===== src/rtl/counters_pkg.sv =====
// Shared helpers for the decimal counter family: prescaler sizing,
// seven-segment patterns and elaboration-time BCD conversion.
package counters_pkg;

  // Bit width needed to hold value, never less than 1.
  function automatic int clogb2(input int value);
    int v;
    int r;
    v = value;
    r = 0;
    while (v > 0) begin
      r = r + 1;
      v = v >> 1;
    end
    return (r < 1) ? 1 : r;
  endfunction

  localparam logic [6:0] SEG_0     = 7'b0000001;
  localparam logic [6:0] SEG_1     = 7'b1001111;
  localparam logic [6:0] SEG_2     = 7'b0010010;
  localparam logic [6:0] SEG_3     = 7'b0000110;
  localparam logic [6:0] SEG_4     = 7'b1001100;
  localparam logic [6:0] SEG_5     = 7'b0100100;
  localparam logic [6:0] SEG_6     = 7'b0100000;
  localparam logic [6:0] SEG_7     = 7'b0001111;
  localparam logic [6:0] SEG_8     = 7'b0000000;
  localparam logic [6:0] SEG_9     = 7'b0000100;
  localparam logic [6:0] SEG_BLANK = 7'b1111111;

  function automatic logic [6:0] seg_decode(input logic [3:0] d);
    case (d)
      4'd0:    return SEG_0;
      4'd1:    return SEG_1;
      4'd2:    return SEG_2;
      4'd3:    return SEG_3;
      4'd4:    return SEG_4;
      4'd5:    return SEG_5;
      4'd6:    return SEG_6;
      4'd7:    return SEG_7;
      4'd8:    return SEG_8;
      4'd9:    return SEG_9;
      default: return SEG_BLANK;
    endcase
  endfunction

  // Largest count value (modulus-1) as 8 packed BCD digits, digit 0 in [3:0].
  function automatic logic [31:0] mod_to_bcd(input int modulus);
    logic [31:0] r;
    int v;
    v = modulus - 1;
    r = '0;
    for (int i = 0; i < 8; i++) begin
      r[4*i +: 4] = 4'(v % 10);
      v = v / 10;
    end
    return r;
  endfunction

endpackage


===== src/rtl/bcd_digit.sv =====
// One decimal digit: steps up or down when cin is set, with carry/borrow out,
// and a synchronous load that wins over stepping.
module bcd_digit
  import counters_pkg::*;
(
  input  logic       clk,
  input  logic       aclr,
  input  logic       inc,
  input  logic       dec,
  input  logic       cin,
  input  logic       ld,
  input  logic [3:0] ld_val,
  output logic [3:0] q,
  output logic       cout
);

  assign cout = cin && ((inc && (q == 4'd9)) || (dec && (q == 4'd0)));

  always_ff @(posedge clk or posedge aclr) begin
    if (aclr) begin
      q <= 4'd0;
    end else if (ld) begin
      q <= ld_val;
    end else if (cin && inc) begin
      q <= (q == 4'd9) ? 4'd0 : q + 4'd1;
    end else if (cin && dec) begin
      q <= (q == 4'd0) ? 4'd9 : q - 4'd1;
    end
  end

endmodule


===== src/rtl/counter_bcd_n.sv =====
// N-digit BCD counter with prescaler, up/down, validated load, arbitrary
// modulus and active-low seven-segment decode per digit.
module counter_bcd_n
  import counters_pkg::*;
#(
  parameter int DIGITS = 4,
  parameter int DIV    = 50000000,
  parameter int MOD    = 10000
) (
  input  logic                  clk,
  input  logic                  aclr,
  input  logic                  en,
  input  logic                  up,
  input  logic                  load,
  input  logic [4*DIGITS-1:0]   load_val,
  output logic [4*DIGITS-1:0]   cnt,
  output logic                  tick,
  output logic                  wrap,
  output logic                  load_err,
  output logic [7*DIGITS-1:0]   hex
);

  localparam int                PC_W     = clogb2(DIV - 1);
  localparam int                CW       = 4 * DIGITS;
  localparam logic [31:0]       MAX_FULL = mod_to_bcd(MOD);
  localparam logic [CW-1:0]     MAX_BCD  = MAX_FULL[CW-1:0];
  localparam logic [PC_W-1:0]   PC_LAST  = PC_W'(DIV - 1);

  logic [PC_W-1:0] pc;
  logic            tick_int;
  logic            wrap_now;
  logic            step;
  logic            ld_all;
  logic            load_ok;
  logic [CW-1:0]   ld_data;
  logic [DIGITS:0] chain;
  logic            unused_msd_carry;

  assign tick_int = en && (pc == PC_LAST);

  // With all digits valid, BCD order equals numeric order, so one compare
  // against MOD-1 covers the range check.
  always_comb begin
    load_ok = 1'b1;
    for (int i = 0; i < DIGITS; i++) begin
      if (load_val[4*i +: 4] > 4'd9) load_ok = 1'b0;
    end
    if (load_val > MAX_BCD) load_ok = 1'b0;
  end

  // Wrap is done as a parallel load of 0 or MOD-1 rather than via the carry chain.
  assign wrap_now = tick_int && !load && (up ? (cnt == MAX_BCD) : (cnt == '0));
  assign step     = tick_int && !load && !wrap_now;
  assign ld_all   = load || wrap_now;
  assign ld_data  = load ? (load_ok ? load_val : '0) : (up ? '0 : MAX_BCD);

  always_ff @(posedge clk or posedge aclr) begin
    if (aclr) begin
      pc <= '0;
    end else if (load) begin
      pc <= '0;
    end else if (en) begin
      pc <= (pc == PC_LAST) ? '0 : pc + PC_W'(1);
    end
  end

  assign chain[0]         = step;
  assign unused_msd_carry = chain[DIGITS];

  for (genvar g = 0; g < DIGITS; g++) begin : g_digit
    bcd_digit u_digit (
      .clk    (clk),
      .aclr   (aclr),
      .inc    (up),
      .dec    (!up),
      .cin    (chain[g]),
      .ld     (ld_all),
      .ld_val (ld_data[4*g +: 4]),
      .q      (cnt[4*g +: 4]),
      .cout   (chain[g+1])
    );
    assign hex[7*g +: 7] = seg_decode(cnt[4*g +: 4]);
  end

  // Output pulse registers, aligned with the cycle the new count is visible.
  always_ff @(posedge clk or posedge aclr) begin
    if (aclr) begin
      tick     <= 1'b0;
      wrap     <= 1'b0;
      load_err <= 1'b0;
    end else begin
      tick     <= tick_int && !load;
      wrap     <= wrap_now;
      load_err <= load && !load_ok;
    end
  end

endmodule


===== config.mk =====
export PLATFORM = sky130hd
export DESIGN_NAME = counter_bcd_n
export DESIGN_NICKNAME = d
export VERILOG_FILES = /design/src/rtl/counters_pkg.sv /design/src/rtl/bcd_digit.sv /design/src/rtl/counter_bcd_n.sv
export SDC_FILE = /design/constraint.sdc
export NUM_CORES = 1
export LEC_CHECK = 0
export CAP_MARGIN = 20
export CORE_ASPECT_RATIO = 2
export CORE_MARGIN = 4
export CORE_UTILIZATION = 29
export DETAILED_ROUTE_END_ITERATION = 7
export GPL_TIMING_DRIVEN = 0
export PLACE_DENSITY = 0.49
export SLEW_MARGIN = 30
export SYNTH_ARGS = -nofsm -noshare
export SYNTH_HDL_FRONTEND = slang
export SYNTH_SLANG_ARGS = --single-unit
export TNS_END_PERCENT = 100

===== constraint.sdc =====
create_clock -name clk -period 4.5 [get_ports clk]
set_input_delay 0.675 -clock clk [delete_from_list [all_inputs] [get_ports clk]]
set_output_delay 0.675 -clock clk [all_outputs]
set_load 0.01 [all_outputs]

==> run_1/floorplan.png <==
Scale: 4 px per µm. Pins as bars on the die edge. Tap cells in gray.
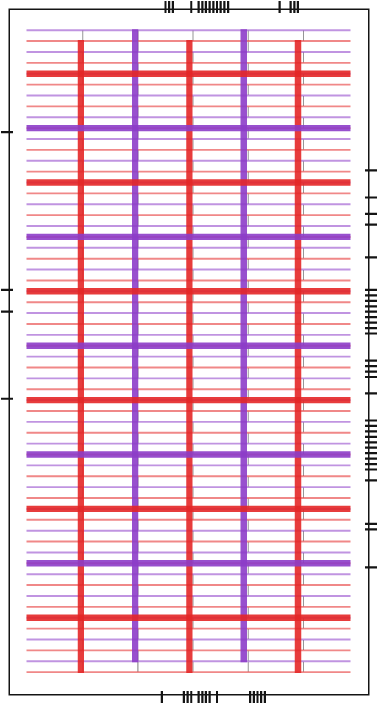
net	color
VDD	purple
VSS	red
met5 straps	11
tap cells	152
met4 straps	5
rows	59
die width: 89.5 µm
Worst VDD drop: 0.000233 V

==> run_1/class_map.png <==
Scale: 4 px per µm. Fill, decap, tap and diode cells in gray.
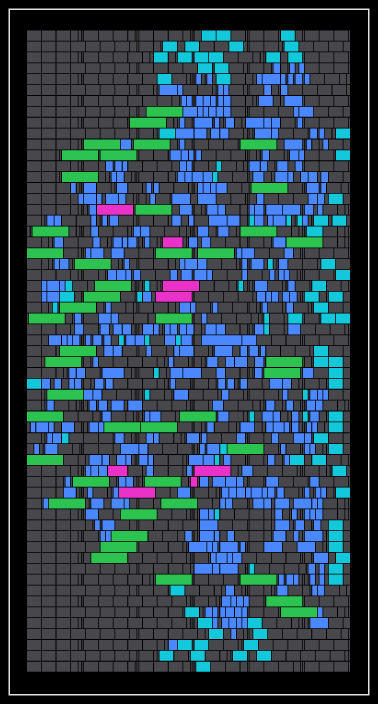
class	color	cells
remaining buffers and delay cells	cyan	94
remaining logic cells	blue	435
registers	green	45
clock drivers and dummy loads	magenta	8
Finished Cell Area: 0.00486 mm²
floorplan row count: 59

==> GITHUB_STEP_SUMMARY, run 1 <==
### Metrics collected by this job

| Metric | Value |
|---|---|
| Status | finished clean |
| Initial antenna violation count | 0 |
| Met3 GRT Util | 2.55% |
| Clock Tree Root | clkbuf_16 |
| Setup crit start | g_digit[0].u_digit.q[0]$_DFFE_PP0P_ |
| Hold slack | 541 ps |
| Area Growth Syn to Fin | 26.3% |
| Met3 WL | around 520 µm |
| Routed vias | approximately 4100 |
| Crit path DAT | 3440 ps |
| Utilization after layout | 37.4% |
| Fin cells | 734 |
| Synth Register Bits | 45 |
| WHS Path Cells | 2 |
| Maximum operating frequency | between 300 and 400 MHz |
| Final min period | 3300 ps |
| CP cell instances | inv_1, ha_1, nor3b_1, nand2_1, o41ai_4, a31oi_2, clkbuf_1, nand3_1, o211ai_1 |
| Pwr dens | approximately 260 mW/mm² |
| Post-synthesis sequential area ratio | 29.2% |
| Ys async rst share | 100% |
| Io pins | between 60 and 70 |
| Placed Area | 0.00470 mm² |
| Wire length on met2 | about 7.7 mm |
| Floorplan net count | 550 |
| Sw frac | around 33% |
| Vias in the first global route | 4244 |
| Gate power share | around a third |
| Syn Std Cell Area | just under 0.004 mm² |
| GRT Util Overall | roughly 18% |
| CP Depth | 9 |
| Port Buffers | 66 |
| # Post-CTS Setup Buffers | 0 |
| Final worst path period share | between 70 and 80% |
| Share of total power in sequential cells | 35.1% |
| DR DRC count | 0 |
| Final RePlAce weighted congestion | 0.840 |
| GR Layer Usage met1 | between 10% and 20% |
| CTS Hold Bufs | 0 |
| Cell-internal power | ~0.85 mW |
| Worst-Margin Slew | between 700 and 800 ps |
| CP Class | reg -> reg |
| Final Max Slew Viols | 0 |
| Synth Flop Type | dfrtp_1 |
| Starting DRT DRC Count | 241 |
| RSZ-0062 raised after global routing | false |
| Htree depth | 2 |
| Sequential power | 0.444 mW |
| Leak pwr | 2.05 nW |
| Core ar. | 0.0130 mm² |
| Tot Pwr | 1.27 mW |
| Crit Path Max Fanout | 10 |
| Setup TNS | 0 ps |
| Clk slew on worst S/H paths | 70 ps |
| Post-cts gate resize count | 0 |
| Yosys cell count | 508 |
| Placed cell count | 726 |
| Commonest non-fill, non-tap cells in the layout | nand2_1 (72), clkdlybuf4s50_1 (66), nor2_1 (59) |
| Worst-case clock buffer depth | 2 |
| Total CTS buffers | 5 |
| CTS tree | built |
| RR Startpoint | g_digit[0].u_digit.q[0]$_DFFE_PP0P_ |
| WL final | roughly 13 mm |
| First-pass GRT wire length | 21.5 mm |
| Met2 usage | between 30% and 40% |
| Wl on met1 | 4.69 mm |
| Largest net degree at the start of global routing | between 40 and 50 |
| Combinational power | 0.425 mW |
| Worst R2R End | g_digit[3].u_digit.q[0]$_DFFE_PP0P_ |
| Post-route ant nets | 0 |
| Buffers and inverters on the worst path | 2 |
| Share of cells above drive strength 1 | approximately 5.7% |
| CP max stage cell | nor3b_1 |
| Hold worst-path end | pc[22]$_DFFE_PP0P_ |
| Pre-antenna DRT Iters | 5 |
| Slew HR | 46.6% |
| Final setup viols | 0 |
| WP data required | between 4000 and 5000 ps |
| YS chip area | 0.00385 mm² |
| Die area | 0.0153 mm² |
| Max cap viols | 0 |
| Max incr delay on CP | approximately 590 ps |
| DP HPWL | approximately 11 mm |
| CP Launch Type | flop |
| CP top delay family | simple AND/OR/NAND/NOR gates |
| Mapped Cells | between 500 and 600 |
| Hold WC Path Type | reg -> reg |
| Drt via density | 5.52 |
| Unique cell types | 64 |
| Drt wl/cell | between 15 and 20 µm |
| Worst setup path endpoint | g_digit[3].u_digit.q[0]$_DFFE_PP0P_ |
| Syn Area/Cell | 7.58 µm² |
| Switching pwr | 0.412 mW |
| Final hold vios | 0 |
| Nets@finish | 623 |
| Final WS setup | ~1200 ps |
| R2R cell count | 9 |
| OpenROAD warning count | 38 |
| Overflow after GRT | 0 |
| Top Consumer | registers |
| Init Core Util | between 20% and 30% |
| Clock sink count | 45 |
| Post-synth EDFFs | 0 |
| DP Worst Slack | 945 ps |
| CP endpoint kind | flop |
| GR peak layer | met2 |
| R2R Setup Slk | between 1000 and 1500 ps |
| Syn. warnings | 0 |
| Top cell excl fill/tap | nand2_1 |
| Uppermost layer routed | met4 |
| Ant. Diodes | 0 |
| Hold Path Origin | pc[22]$_DFFE_PP0P_ |
==> run_1/clock_wires.png <==
Scale: 3 px per µm.
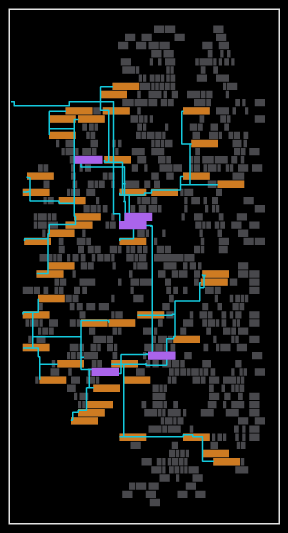
[flip-flops] orange | count: 45
[clock-net drivers] purple | count: 5
[clock wires] cyan | length: 738 µm
routed clock nets	6
Clk power: 0.397 mW
worst skew pair latency: 290 ps
Clock Power Share: 31.4%
clock skew: 3.97 ps

run 1: cell families after synthesis:
| group | Yosys count | share of synthesized area (%) |
|---|---|---|
| xor gates and xnor gates | 17 | 3.87 |
| buffers and inverters | 47 | 5.07 |
| and+or+nand+nor | 243 | 31.6 |
| adders and majority gates | 21 | 6.82 |
| muxes | 9 | 2.37 |
| AOI/OAI and AO/OA | 126 | 21.1 |
| DFF | 45 | 29.2 |
run 1: layout make-up:
cell class | count | area, µm²
clock inverters | 1 | 5.00
fillers | 1371 | 8130
clock buffers | 7 | 153
well taps | 152 | 190
plain buffers | 28 | 124
multi-input cells | 416 | 2530
flip-flops and latches | 45 | 1130
inverters | 19 | 73.8
repair buffers | 66 | 661
run 1: synthesized netlist by cell type, drive strengths merged (3+ instances only):
library cell | n | area share (%)
nor4 | 5 | 0.97
dfrtp | 45 | 29
a22oi | 5 | 0.97
nor3 | 8 | 1.0
and2 | 4 | 0.65
and3 | 16 | 2.6
buf | 5 | 0.97
clkbuf | 23 | 2.2
mux2i | 8 | 2.1
a31oi | 7 | 1.3
a31o | 4 | 0.91
or3 | 7 | 1.1
or2 | 7 | 1.1
a211oi | 5 | 1.1
xor2 | 15 | 3.4
nand2 | 72 | 7.0
nand2b | 12 | 1.9
nand4 | 10 | 1.6
nor3b | 3 | 0.58
o211ai | 4 | 0.78
o31ai | 4 | 0.78
o21ai | 32 | 4.2
nand3 | 19 | 2.5
nor2 | 59 | 5.8
clkinv | 3 | 0.29
inv | 16 | 1.6
ha | 21 | 6.8
nand3b | 6 | 1.2
a21oi | 42 | 5.5
and4 | 5 | 1.1
run 1: registers in the layout (all words and copies together), names as in the netlist:
signal / flops
pc: 26
g_digit.u_digit.q: 16
load_err: 1
tick: 1
wrap: 1
==> run_1/layers.png <==
Scale: 4 px per µm.
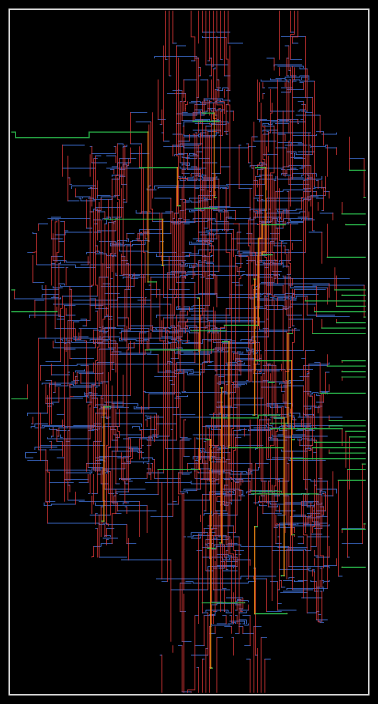

==> run 2, diff against run 1 <==
==> constraint.sdc (replaced) <==
create_clock -name clk -period 3.35 [get_ports clk]
set_input_delay 0.5025 -clock clk [delete_from_list [all_inputs] [get_ports clk]]
set_output_delay 0.5025 -clock clk [all_outputs]
set_load 0.01 [all_outputs]
==> run_2/layers.png <==
Scale: 4 px per µm.
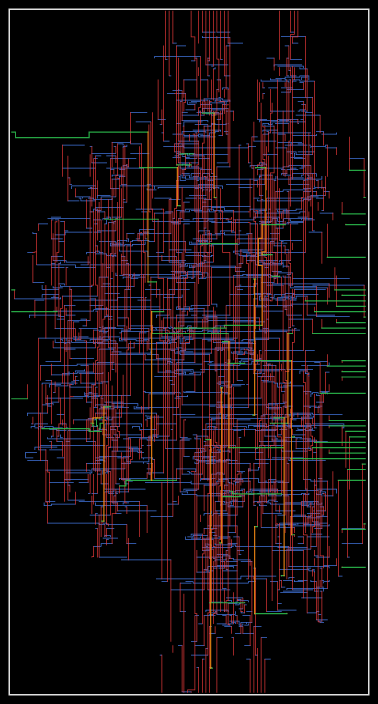
layer	color	wire length
M1	blue	4760 µm
M4	orange	475 µm
M2	red	7630 µm
M3	green	515 µm
drt wl/cell: 18.2 µm
routed vias: 4075
GRT Util Overall: 18.0%
WL final: 13.4 mm

==> GITHUB_STEP_SUMMARY, run 2 <==
### Metrics collected by this job

| Metric | Value |
|---|---|
| Status | finished clean |
| Pre-antenna DRT Iters | 4 |
| DP HPWL | 10.6 mm |
| Share of total power in sequential cells | 35.1% |
| Init Core Util | 29.6% |
| Final worst path period share | 93.1% |
| Die area | 0.0153 mm² |
| Die width | 89.5 µm |
| WP data required | between 3000 and 4000 ps |
| Syn. warnings | 0 |
| Drt via density | 5.55 |
| CP endpoint kind | flop |
| # Taps | 152 |
| Combinational share of cell area | roughly 52% |
| Commonest non-fill, non-tap cells in the layout | nand2_1 (72), clkdlybuf4s50_1 (66), nor2_1 (59) |
| Syn Area/Cell | 7.58 µm² |
| Ys async rst share | 100% |
| Comb_multi_in | 416 |
| Clk slew on worst S/H paths | 60 ps |
| Buffers and inverters on the worst path | 2 |
| Sequential power | 0.596 mW |
| Yosys cell count | 508 |
| FILL cells | 1370 |
| Post-synth EDFFs | 0 |
| OpenROAD warning count | 38 |
| Clk power | around 0.53 mW |
| Core ar. | 0.0130 mm² |
| Top cell excl fill/tap | nand2_1 |
| Port Buffers | 66 |
| Total CTS buffers | 5 |
| Final WS setup | 230 ps |
| CP Launch Type | flop |
| Synth top area share | around 29% |
| Vias in the first global route | 4244 |
| Crit path DAT | about 3300 ps |
| Final hold vios | 0 |
| Top cells, area | dfrtp_1 (29%), nand2_1 (7.0%), ha_1 (6.8%) |
| Area Growth Syn to Fin | 26.4% |
| YS chip area | ~0.0039 mm² |
| CTS tree | built |
| Leak pwr | 2.06 nW |
| Flop share of the area | 23.1% |
| RSZ-0062 raised after global routing | false |
| Worst-case clock buffer depth | 2 |
| Final min period | approximately 3100 ps |
| Worst VDD drop | just over 0.0003 V |
| Setup TNS | 0 ps |
| Ant. Diodes | 0 |
| Sw frac | 32.5% |
| Share of cells above drive strength 1 | 6.01% |
| FF+latch area | approximately 0.0011 mm² |
| CP max stage cell | o41ai_4 |
| Gate power share | between 30% and 40% |
| Final RePlAce weighted congestion | 0.840 |
| Nets@finish | slightly above 600 |
| Post-synthesis sequential area ratio | 29.2% |
| Final Max Slew Viols | 0 |
| Comb area | 0.00253 mm² |
| Post-route ant nets | 0 |
| Max cap viols | 0 |
| Synth Register Bits | 45 |
| Max-area cell class | combinational gates |
| Max reg flops | 26 |
| CP Class | reg -> reg |
| CP cell instances | inv_1, ha_1, or3b_4, o41ai_4, a31oi_2, clkbuf_1, nand3_1, o211ai_1 |
| Initial antenna violation count | 0 |
| Clk cell area share | 3.24% |
| Final setup viols | 0 |
| Clock sink count | 45 |
| Io pins | 68 |
| Floorplan row count | 59 |
| Htree depth | 2 |
| Largest registers | pc (26), g_digit.u_digit.q (16) |
| Mapped Cells | between 500 and 600 |
| Pwr dens | 349 mW/mm² |
| Fin cells | 734 |
| Combinational power | 0.572 mW |
| Synth area leader | dfrtp_1 |
| Yosys top cell by instances | nand2_1 |
| DR DRC count | 0 |
| Top Consumer | registers |
| Largest net degree at the start of global routing | 46 |
| Maximum operating frequency | roughly 320 MHz |
| Hold slack | ~540 ps |
| # Post-CTS Setup Buffers | 0 |
| Chip Height | 171 µm |
| Top cells by count | nand2_1 (72), nor2_1 (59), dfrtp_1 (45) |
| Non-clk bufs | 94 |
| Synth Flop Type | dfrtp_1 |
| Starting DRT DRC Count | 230 |
| Buffering overhead | 16.1% |
| Overflow after GRT | 0 |
| Clock Tree Root | clkbuf_16 |
| Slew HR | 49.2% |
| CP top delay family | AND-OR/OR-AND gates |
| Num sequential | 45 |
| Crit Path Max Fanout | 10 |
| Top reg by flops | pc |
| Switching pwr | 0.553 mW |
| DP Worst Slack | -32.5 ps |
| Unique cell types | 64 |
| Hold WC Path Type | reg -> reg |
| Inverters | 19 |
| First-pass GRT wire length | roughly 21 mm |
| Max incr delay on CP | 640 ps |
| Syn Std Cell Area | 0.00385 mm² |
| Clock skew | about 3.6 ps |
| Floorplan net count | roughly 550 |
| Worst skew pair latency | 290 ps |
| Placed cell count | 726 |
| Clock Power Share | 31.3% |
| Cell-internal power | 1.15 mW |
| Worst-Margin Slew | 760 ps |
| Clock buffer count | 7 |
==> run_2/congestion_map.png <==
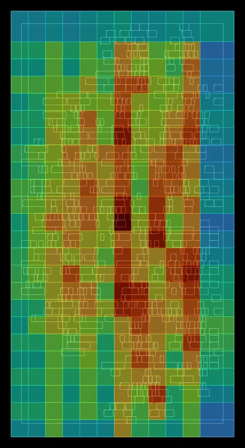
met2 usage: 35.1%
GR Layer Usage met1: 17.6%
met3 GRT Util: 2.55%
GR peak layer: met2
utilization after layout: 37.5%

## run 2: metal layers
| metal | routed length, µm | global-route usage [%] | vias to the layer above |
|---|---|---|---|
| met1 | 4760 | 17.6 | 1987 |
| met3 | 514 | 2.55 | 33 |
| met2 | 7630 | 35.1 | 101 |
| li1 | - | - | 1954 |
| met4 | 475 | 8.23 | 0 |
| met5 | 0 | 0 | - |
## run 2: through the flow
step	utilization, %	total power [mW]	instance area, µm²
after global routing	37.5	1.80	4870
after global placement	36.2	1.18	4700
after CTS	37.4	1.73	4860
after detailed placement	36.2	1.18	4700
after floorplan	-	0.911	3850
final	37.5	1.70	4870
## run 2: timing repair
item,in CTS,in global routing
setup endpoints to repair,0,10
gates resized,0,3
endpoints found under the hold margin,0,0
hold buffers,0,0
## run 2: kinds of logic after synthesis
logic type	count (synthesis)	share of synthesized area, %
xor+xnor	17	3.87
compound gates	126	21.1
buf+inv	47	5.07
mux	9	2.37
fa+ha+maj	21	6.82
simple gates	243	31.6
flops	45	29.2
## run 2: worst paths after layout
kind | startpoint | end | slack, ps | cells past startpoint
min in group asynchronous | aclr | load_err$_DFF_PP0_ | 640 | 2
max | g_digit[1].u_digit.q[0]$_DFFE_PP0P_ | g_digit[3].u_digit.q[0]$_DFFE_PP0P_ | 230 | 8
max reg2reg | g_digit[1].u_digit.q[0]$_DFFE_PP0P_ | g_digit[3].u_digit.q[0]$_DFFE_PP0P_ | 230 | 8
max in group asynchronous | aclr | pc[22]$_DFFE_PP0P_ | 2300 | 2
min | pc[22]$_DFFE_PP0P_ | pc[22]$_DFFE_PP0P_ | 540 | 2
min reg2reg | pc[22]$_DFFE_PP0P_ | pc[22]$_DFFE_PP0P_ | 540 | 2
Power is estimated from default activity; no workload was simulated.
